[src/rtl/prbs_seq_mc.sv]
// Multi-lane PRBS link self-test sequencer: brings up generators/checkers, proves error
// detection with a timed injection window, waits for clean lanes, then tracks per-lane errors.
module prbs_seq_mc #(
    parameter int unsigned          NCH            = 4,
    parameter int unsigned          MODE_W         = 3,
    parameter logic [MODE_W-1:0]    PRBS_MODE      = 3'b100,
    parameter int unsigned          INJECT_CYCLES  = 1_000_000_000,
    parameter int unsigned          SETTLE_CYCLES  = 512,
    parameter int unsigned          TIMEOUT_CYCLES = 1_048_576,
    parameter int unsigned          ERRCNT_W       = 16
) (
    input  logic                    clk,
    input  logic                    reset,
    input  logic                    pll_lock,
    input  logic                    alldone,
    input  logic                    rerun,
    input  logic [NCH-1:0]          rx_prbs_err,
    input  logic [NCH-1:0]          checker_status,
    input  logic                    prbscntreset_ext,
    input  logic                    error_inject_ext,
    output logic [NCH*MODE_W-1:0]   tx_prbs_mode,
    output logic [NCH*MODE_W-1:0]   rx_prbs_mode,
    output logic                    prbscntreset,
    output logic                    error_inject,
    output logic [NCH-1:0]          inject_seen,
    output logic [NCH*ERRCNT_W-1:0] lane_err_cnt,
    output logic                    test_pass,
    output logic                    test_fail,
    output logic [3:0]              state
);

    typedef enum logic [3:0] {
        ST_IDLE      = 4'd0,
        ST_WAIT_DONE = 4'd1,
        ST_TX_ON     = 4'd2,
        ST_RX_ON     = 4'd3,
        ST_INJECT    = 4'd4,
        ST_DRAIN     = 4'd5,
        ST_CLEAR     = 4'd6,
        ST_ACTIVE    = 4'd7,
        ST_FAIL      = 4'd8
    } state_t;

    localparam int unsigned INJ_W = $clog2(INJECT_CYCLES + 1);
    localparam int unsigned SET_W = $clog2(SETTLE_CYCLES + 1);
    localparam int unsigned TO_W  = $clog2(TIMEOUT_CYCLES + 1);

    localparam logic [INJ_W-1:0] INJ_LAST = INJ_W'(INJECT_CYCLES - 1);
    localparam logic [SET_W-1:0] SET_LAST = SET_W'(SETTLE_CYCLES - 1);
    localparam logic [TO_W-1:0]  TO_LAST  = TO_W'(TIMEOUT_CYCLES - 1);

    state_t           cur, nxt;
    logic [INJ_W-1:0] inj_cnt;
    logic [SET_W-1:0] settle_cnt;
    logic [TO_W-1:0]  to_cnt;
    logic             clean, settle_done, timed_out, in_window, counting;

    assign state = cur;

    always_comb begin
        // NOTE: every always_comb output gets a default first so no path leaves it unassigned,
        // which would otherwise infer a latch.
        nxt         = cur;
        clean       = ~|rx_prbs_err && ~|checker_status;
        settle_done = (cur == ST_CLEAR) && clean && (settle_cnt == SET_LAST);
        timed_out   = (to_cnt == TO_LAST);
        if (!pll_lock) begin
            nxt = ST_IDLE;
        end else if (rerun && (cur == ST_ACTIVE || cur == ST_FAIL)) begin
            nxt = ST_TX_ON;
        end else begin
            unique case (cur)
                ST_IDLE:      nxt = ST_WAIT_DONE;
                ST_WAIT_DONE: nxt = alldone ? ST_TX_ON : ST_WAIT_DONE;
                ST_TX_ON:     nxt = ST_RX_ON;
                ST_RX_ON:     nxt = ST_INJECT;
                ST_INJECT:    nxt = (inj_cnt == INJ_LAST) ? ST_DRAIN : ST_INJECT;
                ST_DRAIN: begin
                    if (timed_out)          nxt = ST_FAIL;
                    else if (~|rx_prbs_err) nxt = ST_CLEAR;
                end
                // A settle completing on the timeout cycle still counts as settled.
                ST_CLEAR: begin
                    if (settle_done)    nxt = (&inject_seen) ? ST_ACTIVE : ST_FAIL;
                    else if (timed_out) nxt = ST_FAIL;
                end
                ST_ACTIVE:    nxt = ST_ACTIVE;
                ST_FAIL:      nxt = ST_FAIL;
                default:      nxt = ST_IDLE;
            endcase
        end
        in_window = (cur == ST_DRAIN || cur == ST_CLEAR) && (nxt == ST_DRAIN || nxt == ST_CLEAR);
        counting  = (cur == ST_ACTIVE) && (nxt == ST_ACTIVE);
    end

    // Outputs are computed from the next state so each one lines up with the state register.
    always_ff @(posedge clk or posedge reset) begin
        if (reset) begin
            cur          <= ST_IDLE;
            inj_cnt      <= '0;
            settle_cnt   <= '0;
            to_cnt       <= '0;
            tx_prbs_mode <= '0;
            rx_prbs_mode <= '0;
            prbscntreset <= 1'b0;
            error_inject <= 1'b0;
            inject_seen  <= '0;
            lane_err_cnt <= '0;
            test_pass    <= 1'b0;
            test_fail    <= 1'b0;
        end else begin
            // NOTE: state updates use non-blocking assignments so every register samples the
            // pre-edge values regardless of statement order.
            cur        <= nxt;
            inj_cnt    <= (cur == ST_INJECT && nxt == ST_INJECT) ? inj_cnt + 1'b1 : '0;
            to_cnt     <= in_window ? to_cnt + 1'b1 : '0;
            settle_cnt <= (cur == ST_CLEAR && nxt == ST_CLEAR && clean) ? settle_cnt + 1'b1 : '0;

            tx_prbs_mode <= (nxt == ST_IDLE || nxt == ST_WAIT_DONE) ? '0 : {NCH{PRBS_MODE}};
            rx_prbs_mode <= (nxt == ST_IDLE || nxt == ST_WAIT_DONE || nxt == ST_TX_ON)
                            ? '0 : {NCH{PRBS_MODE}};
            prbscntreset <= (nxt == ST_CLEAR)  || (nxt == ST_ACTIVE && prbscntreset_ext);
            error_inject <= (nxt == ST_INJECT) || (nxt == ST_ACTIVE && error_inject_ext);
            test_pass    <= (nxt == ST_ACTIVE);
            test_fail    <= (nxt == ST_FAIL);

            if (nxt == ST_IDLE || nxt == ST_RX_ON)
                inject_seen <= '0;
            else if (cur == ST_INJECT)
                inject_seen <= inject_seen | rx_prbs_err;

            // Leaving ACTIVE (rerun or lock loss) clears the counts; the external clear beats an error.
            for (int i = 0; i < NCH; i++) begin
                if (!counting || prbscntreset_ext)
                    lane_err_cnt[i*ERRCNT_W +: ERRCNT_W] <= '0;
                else if (rx_prbs_err[i] && lane_err_cnt[i*ERRCNT_W +: ERRCNT_W] != '1)
                    lane_err_cnt[i*ERRCNT_W +: ERRCNT_W] <= lane_err_cnt[i*ERRCNT_W +: ERRCNT_W] + 1'b1;
            end
        end
    end

endmodule

[config.mk]
export PLATFORM = sky130hd
export DESIGN_NAME = prbs_seq_mc
export DESIGN_NICKNAME = d
export VERILOG_FILES = /design/src/rtl/prbs_seq_mc.sv
export SDC_FILE = /design/constraint.sdc
export NUM_CORES = 1
export LEC_CHECK = 0
export CAP_MARGIN = 20
export CORE_UTILIZATION = 30
export DETAILED_ROUTE_END_ITERATION = 8
export PLACE_DENSITY = 0.54
export SYNTH_ARGS = -nofsm -noshare
export SYNTH_HDL_FRONTEND = slang
export SYNTH_SLANG_ARGS = --single-unit
[constraint.sdc]
create_clock -name clk -period 5 [get_ports clk]
set_input_delay 1 -clock clk [delete_from_list [all_inputs] [get_ports clk]]
set_output_delay 1 -clock clk [all_outputs]
set_load 0.02 [all_outputs]
**Pin placement**

Pins as bars across the die edge, other pins in grey.
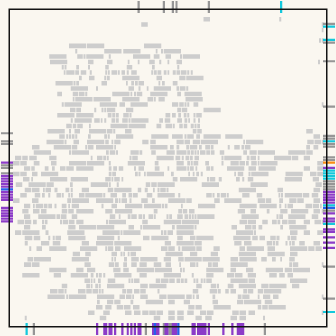
Key: lane_err_cnt = purple [pins 64, direction output, edge 34 bottom, 16 left, 14 right]; tx_prbs_mode = cyan [pins 12, direction output, edge 10 right, 1 bottom, 1 top]; rx_prbs_err = blue [pins 4, direction input, edge 2 bottom, 1 left, 1 right]; test_pass = orange [pins 1, direction output, edge right]
All pins by edge: 43 right, 43 bottom, 23 left, 6 top.

**Wiring by layer**

Only two layers are drawn.
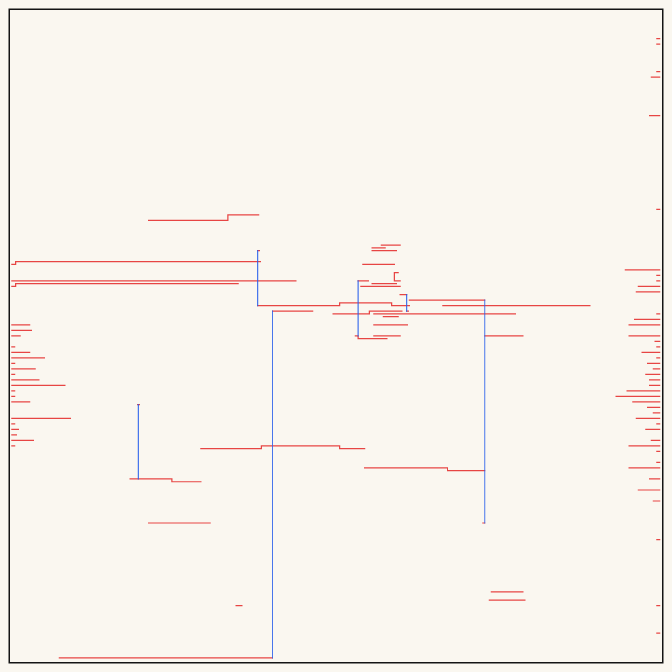
Key: met3 = red [wire length 854 um]; met4 = blue [wire length 190 um]
mean routed wirelength per cell: 14.2 um
DR vias: 5479

**Where the registers sit**

Other sequential cells in the stronger grey, the rest of the logic in the fainter grey.
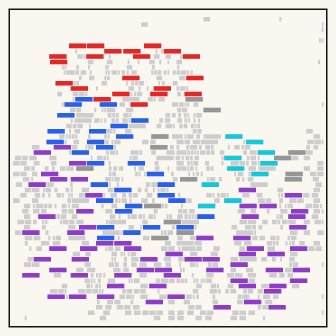
Key: lane_err_cnt = purple [sequential cells 64]; inj_cnt = blue [sequential cells 30]; to_cnt = red [sequential cells 21]; settle_cnt = cyan [sequential cells 10]

==> flow_metrics.py <==
# Flow results
metrics = {
    "cells_and_area": {
        "buffer_area_share_pct": 11.3,
        "clkCellAreaFrac_pct": 6.07,
        "comb_share_pct": 40.6,
        "flop-count": 139,
        "stdcell_count": 1184,
        "layout_top_cells": "139 x dfrtp_1, 109 x nor2_1, 98 x clkdlybuf4s50_1",
        "flop_area_sq_um": 3480,
        "final_common_cell": "dfrtp_1",
    },
    "pwr": {
        "ir_drop_mv": 0.189,
        "sequentialPowerShare_pct": 44.7,
    },
    "clock_network": {
        "htreeDepth": 4,
        "cts_sinks": 139,
        "cts_tree": "built",
        "numCtsBuffers": 17,
        "cts_resized": 0,
        "clock_latency_ns": 0.43,
        "cts_hold_buf": 0,
    },
    "drt": {
        "drc": 0,
        "ant_nets": 0,
        "routed_wl_um": 16800,
        "vias_per_cell": 4.63,
        "top_layer_used": "met4",
        "wl_met3_um": 854,
    },
    "logic_synthesis": {
        "netlist_area_sq_um": 7590,
        "ys_async_sr_fraction_pct": 100,
        "ys_sh_adder_pct": 1.15,
        "netlist-cell-type-count": 56,
        "synth_seq_share_pct": 45.8,
        "mux_share_pct": 0.527,
        "synthCells": 746,
        "synthTopCellsByArea": "dfrtp_1 46%, nor2_4 8.9%, xor2_1 7.4%",
        "netlist_logic_family_top": "simple AND/OR/NAND/NOR gates",
        "aoi_share_pct": 3.51,
        "top_cell_area_share_pct": 45.8,
    },
    "flow_run": {
        "cap_violations": 0,
    },
    "sta": {
        "slew_headroom_pct": 37.2,
        "final_hold_viol_count": 0,
        "worst-slew-pin-transition_ns": 0.934,
        "tns_ns": 0,
        "final.setup.worst_slack_ns": 1.25,
        "maxSlewViolCount": 0,
        "finalSetupViolCount": 0,
        "fmax_ghz": 0.267,
    },
    "die": {
        "core.rowCount": 57,
        "tap_cells": 324,
        "die_area_sq_um": 26000,
        "core-area_sq_um": 24600,
        "die_w_um": 161,
    },
    "hold_path": {
        "holdPathStages": 1,
        "holdPathEnd": "to_cnt[0]",
    },
    "placement": {
        "place_ws_ns": 0.819,
        "placed_cell_area_sq_um": 8790,
        "numPortBuffers": 98,
        "hpwl_um": 11600,
    },
    "critical_path": {
        "cp.depth": 8,
        "crit_end": "lane_err_cnt[54]",
        "timing.critical_path.from": "rx_prbs_err[1]",
        "cp_top_family": "simple AND/OR/NAND/NOR gates",
        "slowest_delay_ns": 0.64,
        "endpoint_kind": "register",
        "cpMaxStageDelayCell": "or3_4",
        "path_class": "in -> reg",
    },
    "outcome": {
        "status": "completed",
    },
    "global_route": {
        "grtUsageMet3_pct": 3.65,
        "antenna_found_initial": 0,
    },
}
**Metal 3**

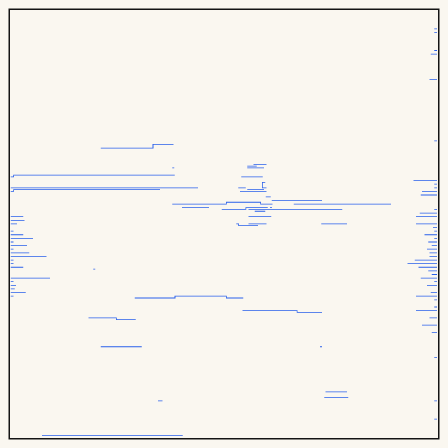
The wires run mostly horizontal. 85 nets have wire on it. The layer carries 854 um of wire.

**Congestion heat map**

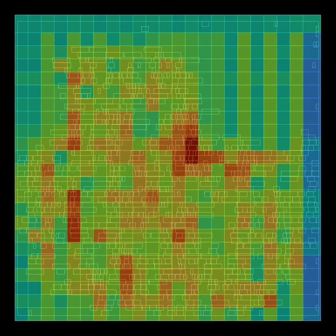
Layout Utilization: 38.0%
gr usage total: 13.6%

## power by group through the flow
stage	clock network [mW]	logic [mW]	registers (mW)
final	1.24	0.184	1.15
after global routing	1.33	0.201	1.15
after CTS	1.28	0.187	1.15
after detailed placement	0	0.186	1.17
after global placement	0	0.186	1.17
after floorplan	0	0.125	1.17
## cell usage after synthesis, types with 6 or more instances
cell      instances
inv_1            12
xnor2_1          50
buf_4            22
and4_1           18
nor2_1          109
xor2_1           64
nor2_4           60
nor3_1           18
dfrtp_1         139
a21oi_1           8
nand3_1          52
ha_1              7
buf_12            6
and3_1           13
nand4_1          24
nand2_1          63
clkbuf_1          8
nor4_1            7
Power and IR drop assume default switching activity.
